Fig. 1: clock wires, drivers and flops
Bar = 100 um.
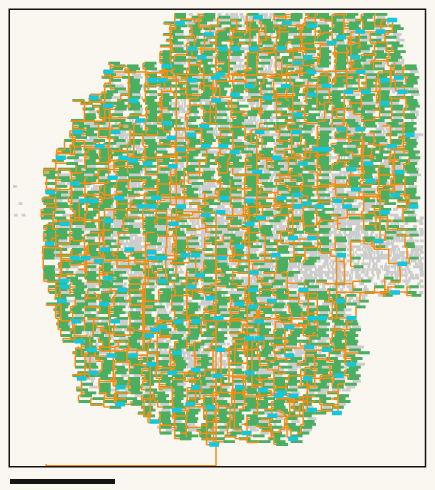
Fig. 2: signal wires by layer
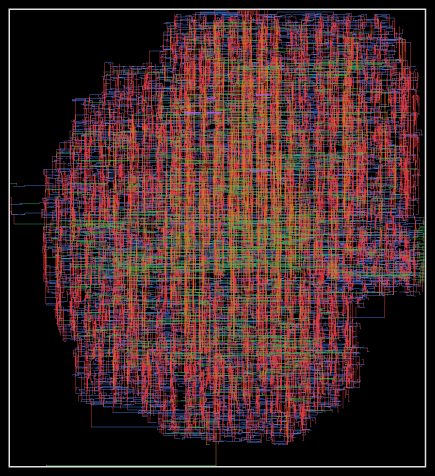
Fig. 3: power grid
Bar = 100 um. Pins as bars on the die edge.
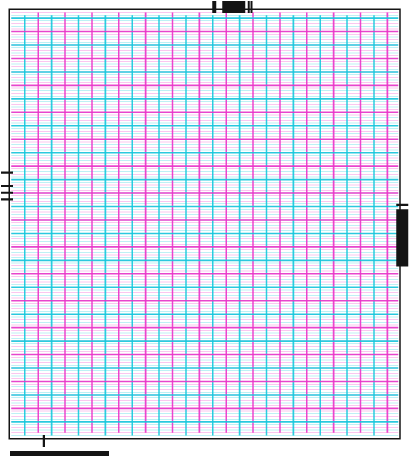
Fig. 4: cells coloured by class
Bar = 100 um.
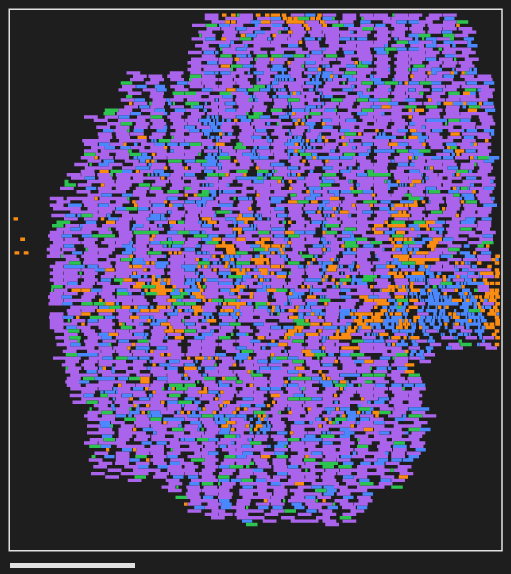
Fig. 5: routing congestion map
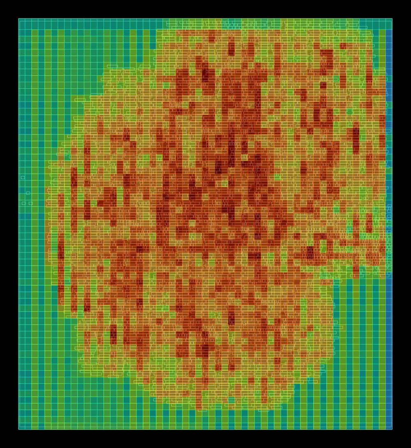
==> config.mk <==
export PLATFORM = sky130hd
export DESIGN_NAME = instr_fetch_loader
export DESIGN_NICKNAME = d
export VERILOG_FILES = /design/src/rtl/fetch_pkg.sv /design/src/rtl/bit_assembler.sv /design/src/rtl/instr_fetch_loader.sv
export SDC_FILE = /design/constraint.sdc
export NUM_CORES = 2
export LEC_CHECK = 0
export CAP_MARGIN = 25
export CORE_ASPECT_RATIO = 1.1
export CORE_UTILIZATION = 49
export DETAILED_ROUTE_END_ITERATION = 10
export PLACE_DENSITY = 0.75
export SLEW_MARGIN = 25
export SYNTH_ARGS = -nofsm -noshare
export SYNTH_HDL_FRONTEND = slang
export SYNTH_SLANG_ARGS = --single-unit
==> constraint.sdc <==
create_clock -name clock -period 3.97 [get_ports clock]
set_input_delay 0.794 -clock clock [delete_from_list [all_inputs] [get_ports clock]]
set_output_delay 0.794 -clock clock [all_outputs]
set_load 0.005 [all_outputs]
==> src/rtl/fetch_pkg.sv <==
// fetch_pkg: shared state encoding, ASCII codes and widths for the instruction fetch loader.
package fetch_pkg;
  typedef enum logic [1:0] {LOAD, RUN, DONE, ERR} state_t;
  localparam int INST_W = 32;
  localparam int LINE_W = 12;
  localparam logic [7:0] ASCII_0  = 8'h30;
  localparam logic [7:0] ASCII_1  = 8'h31;
  localparam logic [7:0] ASCII_LF = 8'h0A;
  localparam logic [7:0] ASCII_CR = 8'h0D;
endpackage

==> src/rtl/bit_assembler.sv <==
// bit_assembler: shifts accepted '0'/'1' characters into a word and flags complete words and bad characters.
module bit_assembler
  import fetch_pkg::*;
(
  input  logic              clock,
  input  logic              reset,
  input  logic              take,
  input  logic [7:0]        char_data,
  output logic [INST_W-1:0] word,
  output logic              word_done,
  output logic              bad_char,
  output logic              partial
);
  localparam int BW = $clog2(INST_W);
  logic [INST_W-1:0] shift;
  logic [BW-1:0] bitcnt;
  logic is_bit, is_eol;
  always_comb begin
    is_bit = char_data == ASCII_0 || char_data == ASCII_1;
    is_eol = char_data == ASCII_LF || char_data == ASCII_CR;
    word = {shift[INST_W-2:0], char_data == ASCII_1};
    word_done = take && is_bit && bitcnt == BW'(INST_W-1);
    bad_char = take && !is_bit && !(is_eol && bitcnt == '0);
    // partial: a line is still open after this character is consumed
    partial = (take && is_bit) ? bitcnt != BW'(INST_W-1) : bitcnt != '0;
  end
  always_ff @(posedge clock or posedge reset)
    if (reset) begin
      shift <= '0;
      bitcnt <= '0;
    end else if (take && is_bit) begin
      shift <= word;
      bitcnt <= bitcnt + BW'(1);
    end
endmodule

==> src/rtl/instr_fetch_loader.sv <==
// instr_fetch_loader: loads an ASCII bit-stream program into local RAM, then serves instructions
// sequentially or on branch to the single-cycle datapath.
module instr_fetch_loader
  import fetch_pkg::*;
#(
  parameter int DEPTH = 64
) (
  input  logic              clock,
  input  logic              reset,
  input  logic              char_valid,
  input  logic [7:0]        char_data,
  input  logic              char_last,
  output logic              char_ready,
  input  logic              advance,
  input  logic              line,
  input  logic [LINE_W-1:0] sum,
  output logic [INST_W-1:0] instrucao,
  output logic [LINE_W-1:0] linha,
  output logic              inst_valid,
  output logic              load_done,
  output logic              eof,
  output logic              error
);
  localparam int AW = $clog2(DEPTH);
  localparam int CW = AW + 1;
  state_t state;
  logic [CW-1:0] count, count_nxt;
  logic [INST_W-1:0] ram [DEPTH];
  logic [INST_W-1:0] word;
  logic take, word_done, bad_char, partial, overflow, wr;
  logic [LINE_W:0] target;
  logic [AW-1:0] tidx;
  bit_assembler u_asm (
    .clock(clock),
    .reset(reset),
    .take(take),
    .char_data(char_data),
    .word(word),
    .word_done(word_done),
    .bad_char(bad_char),
    .partial(partial)
  );
  always_comb begin
    char_ready = state == LOAD;
    take = char_valid && char_ready;
    overflow = word_done && count == CW'(DEPTH);
    wr = word_done && !overflow;
    count_nxt = wr ? count + CW'(1) : count;
    // target is one bit wider than linha so linha+1 never wraps back into range
    target = line ? {1'b0, sum} : {1'b0, linha} + (LINE_W+1)'(1);
    tidx = AW'(target - (LINE_W+1)'(1));
  end
  always_ff @(posedge clock)
    if (wr) ram[count[AW-1:0]] <= word;
  always_ff @(posedge clock or posedge reset)
    if (reset) begin
      state <= LOAD;
      count <= '0;
      instrucao <= '0;
      linha <= '0;
      inst_valid <= 1'b0;
      load_done <= 1'b0;
      eof <= 1'b0;
      error <= 1'b0;
    end else begin
      case (state)
        LOAD: if (take) begin
          count <= count_nxt;
          if (bad_char || overflow || (char_last && partial)) begin
            state <= ERR;
            error <= 1'b1;
            eof <= 1'b1;
          end else if (char_last && count_nxt == '0) begin
            state <= DONE;
            eof <= 1'b1;
            load_done <= 1'b1;
          end else if (char_last) begin
            state <= RUN;
            load_done <= 1'b1;
            inst_valid <= 1'b1;
            linha <= LINE_W'(1);
            // a program whose only line ends on this character has not reached the RAM yet
            instrucao <= count == '0 ? word : ram[AW'(0)];
          end
        end
        RUN: if (advance) begin
          if (target == '0 || target > (LINE_W+1)'(count)) begin
            state <= DONE;
            inst_valid <= 1'b0;
            eof <= 1'b1;
          end else begin
            linha <= target[LINE_W-1:0];
            instrucao <= ram[tidx];
          end
        end
        default: ;
      endcase
    end
endmodule

==> impl_metrics.toml <==
# synthesis and place-and-route metrics
[job]
maxCapViolCount = 0
tool_warnings = 30

[floorplan]
num_io_pins = 75
core_util_floorplan_pct = 49.4
coreArea_um2 = 167000
die_w_um = 393
num_rows = 157
die_y_um = 433

[routing]
routed-wl-met3_um = 26300
wl_met2_um = 111000
drt-vias-per-instance = 6.52
drtIter0Drc = 6603
highest_layer = "met5"
ant_nets = 0
via_count = 45000
drc = 0
first_pass_iters = 7

[logic_synthesis]
yosys.cell_types.count = 65
synth.top_cells.by_count = "2048 x edfxtp_1, 512 x mux4_2, 256 x a22oi_1"
synth_area_per_cell_um2 = 21.2
edf_count = 2048
top_cells_by_area = "edfxtp_1 74%, mux4_2 14%, dfrtp_1 2.8%"
async_flop_share_pct = 4.34
synth.cell_area_um2 = 82600
ys_cells = 3903
ys.flops = 2141
synthesis.instances = 3903

[cells_and_area]
clock_area_share_pct = 6.74
flop-count = 2141
antenna_cells = 3
lay_top_cells = "2048 x edfxtp_1, 512 x mux4_2, 393 x buf_4, 256 x a22oi_1, 197 x clkbuf_16"
comb_cells = 1516
dominant_cells = "flip-flops and latches"
nNetsFinal = 4550
area_growth_pct = 19.4
final_cells = 6904
seq_share_pct = 64.8
comb_area_share_pct = 18.5
lay_top_count = "edfxtp_1"
logic_area_um2 = 18200
layout.nonclk_buf_share_pct = 7.07
fillers = 11300

[pwr]
p_per_area_nw_per_um2 = 523
clkPwrFrac_pct = 37.8
maxPowerGroup = "sequential cells"
comb_power_mw = 7.33
vdd_drop_max_v = 0.000493
p_switching_mw = 12.7
seq_power_share_pct = 48.0
total_power_mw = 51.6
comb_power_share_pct = 14.2
p_leak_nw = 35.5

[clocking]
cts_hold_buf = 0
clk_path_buf_depth = 3
h-tree-depth = 4
cts_made_buffers = 196
cts_root_buffer = "clkbuf_16"
cts.sinks = 2141
clk_pin_slew_worst_paths_ns = 0.07
cts_setup_buffers = 0
clk_latency_ns = 0.86
cts_resized = 1

[final_timing]
timing.hold.ws_ns = 0.467
fin_tns_setup_ns = -0.0299
fin_ws_ns = -0.0299
maxClockFrequency_mhz = 250
worst_pin_slew_ns = 1.16
rsz0062_at_grt = "false"
skew_ns = 0.0495
period_used_pct = 101
hold_violations = 0
maxSlewViolCount = 0
setup_violations = 1

[critical_path]
worstPathRequired_ns = 4.67
startpoint = "linha[0]"
arrival_ns = 4.70
r2r-start = "linha[0]"
slowest_stage = "nor3_1"
critPathLaunchType = "register"
crit_path_end = "instrucao[31]"
cp.depth = 12
crit_path_end_kind = "register"
crit_path_cell_trace = "ha_2, mux2_2, inv_1, ha_4, buf_12, buf_12, buf_4, mux4_2, a22oi_1, a21oi_2, nor3_1, a21oi_1"
r2r_slack_ns = -0.03

[placed_design]
gp_congestion = 0.923
place_ws_ns = -0.740
placed_cell_area_um2 = 91900
portBuffers = 74
detailed_place_hpwl_um = 140000

[min_path]
hold_start = "load_done"
whs_path_depth = 1

[run_status]
status = "complete, but fails checks"
violations = "negative setup slack"

[global_routing]
grt_first_pass_wirelength_um = 324000
gr-total-overflow = 0
antenna_found_initial = 11
globalRouteMet1Util_pct = 33.6
global_route.usage.met3_pct = 6.39
## Picture notes: Fig. 1
legend:
  cyan:
    item: clock-net drivers
    count: 196
  orange:
    item: clock wires
    length: 22.4 mm
  green:
    item: flip-flops
    count: 2141
routed clock nets: 197
flops lie: widely spread

## Picture notes: Fig. 2
legend:
  green:
    layer: M3
    wire_length: 26.3 mm
  purple:
    layer: M5
    wire_length: 67.2 um
  red:
    layer: M2
    wire_length: 111 mm
  blue:
    layer: M1
    wire_length: 78.8 mm
  orange:
    layer: M4
    wire_length: 12800 um

## Picture notes: Fig. 3
legend:
  magenta:
    net: VDD
  cyan:
    net: VSS
met5 straps: 31
met4 straps: 28
met1 rails: 158
signal pins: 75

## Picture notes: Fig. 4
legend:
  purple:
    class: registers
    cells: 2141
    share_of_their_area: 67%
  green:
    class: clock drivers and dummy loads
    cells: 363
    share_of_their_area: 6.9%
  blue:
    class: remaining logic cells
    cells: 1540
    share_of_their_area: 19%
  orange:
    class: remaining buffers and delay cells
    cells: 631
    share_of_their_area: 7.3%

## Picture notes: Fig. 5
GRT Max-Usage Layer: met2
final core utilization: 59.1%
drt wl/cell: 33.1 um
routing usage on met2: 43.5%
gr usage total: 26.8%

-- logic make-up after synthesis --
family                   count (synthesis)  synth area share, %
flip-flops                            2141                 77.3
multiplexers                           554                 14.5
AND-OR/OR-AND                          477                 3.86
AND/OR/NAND/NOR                        457                 2.68
buffers and inverters                  246                 1.31
XOR/XNOR                                14                0.149
adder cells (fa/ha/maj)                 14                0.212
-- worst register-to-register path, delay by kind of cell (launching register included) --
kind | cells | cell delay [ns]
fa+ha+maj | 2 | 0.55
mux | 2 | 0.60
simple gates | 1 | 0.65
buf+inv | 4 | 0.96
compound gates | 3 | 0.58
flops | 1 | 0.51
-- sequential cells by signal (all words and copies together), names as in the netlist --
register / cells
eof: 1
ram: 2048
instrucao: 32
error: 1
u_asm.bitcnt: 5
inst_valid: 1
load_done: 1
count: 7
state: 2
linha: 12
u_asm.shift: 31
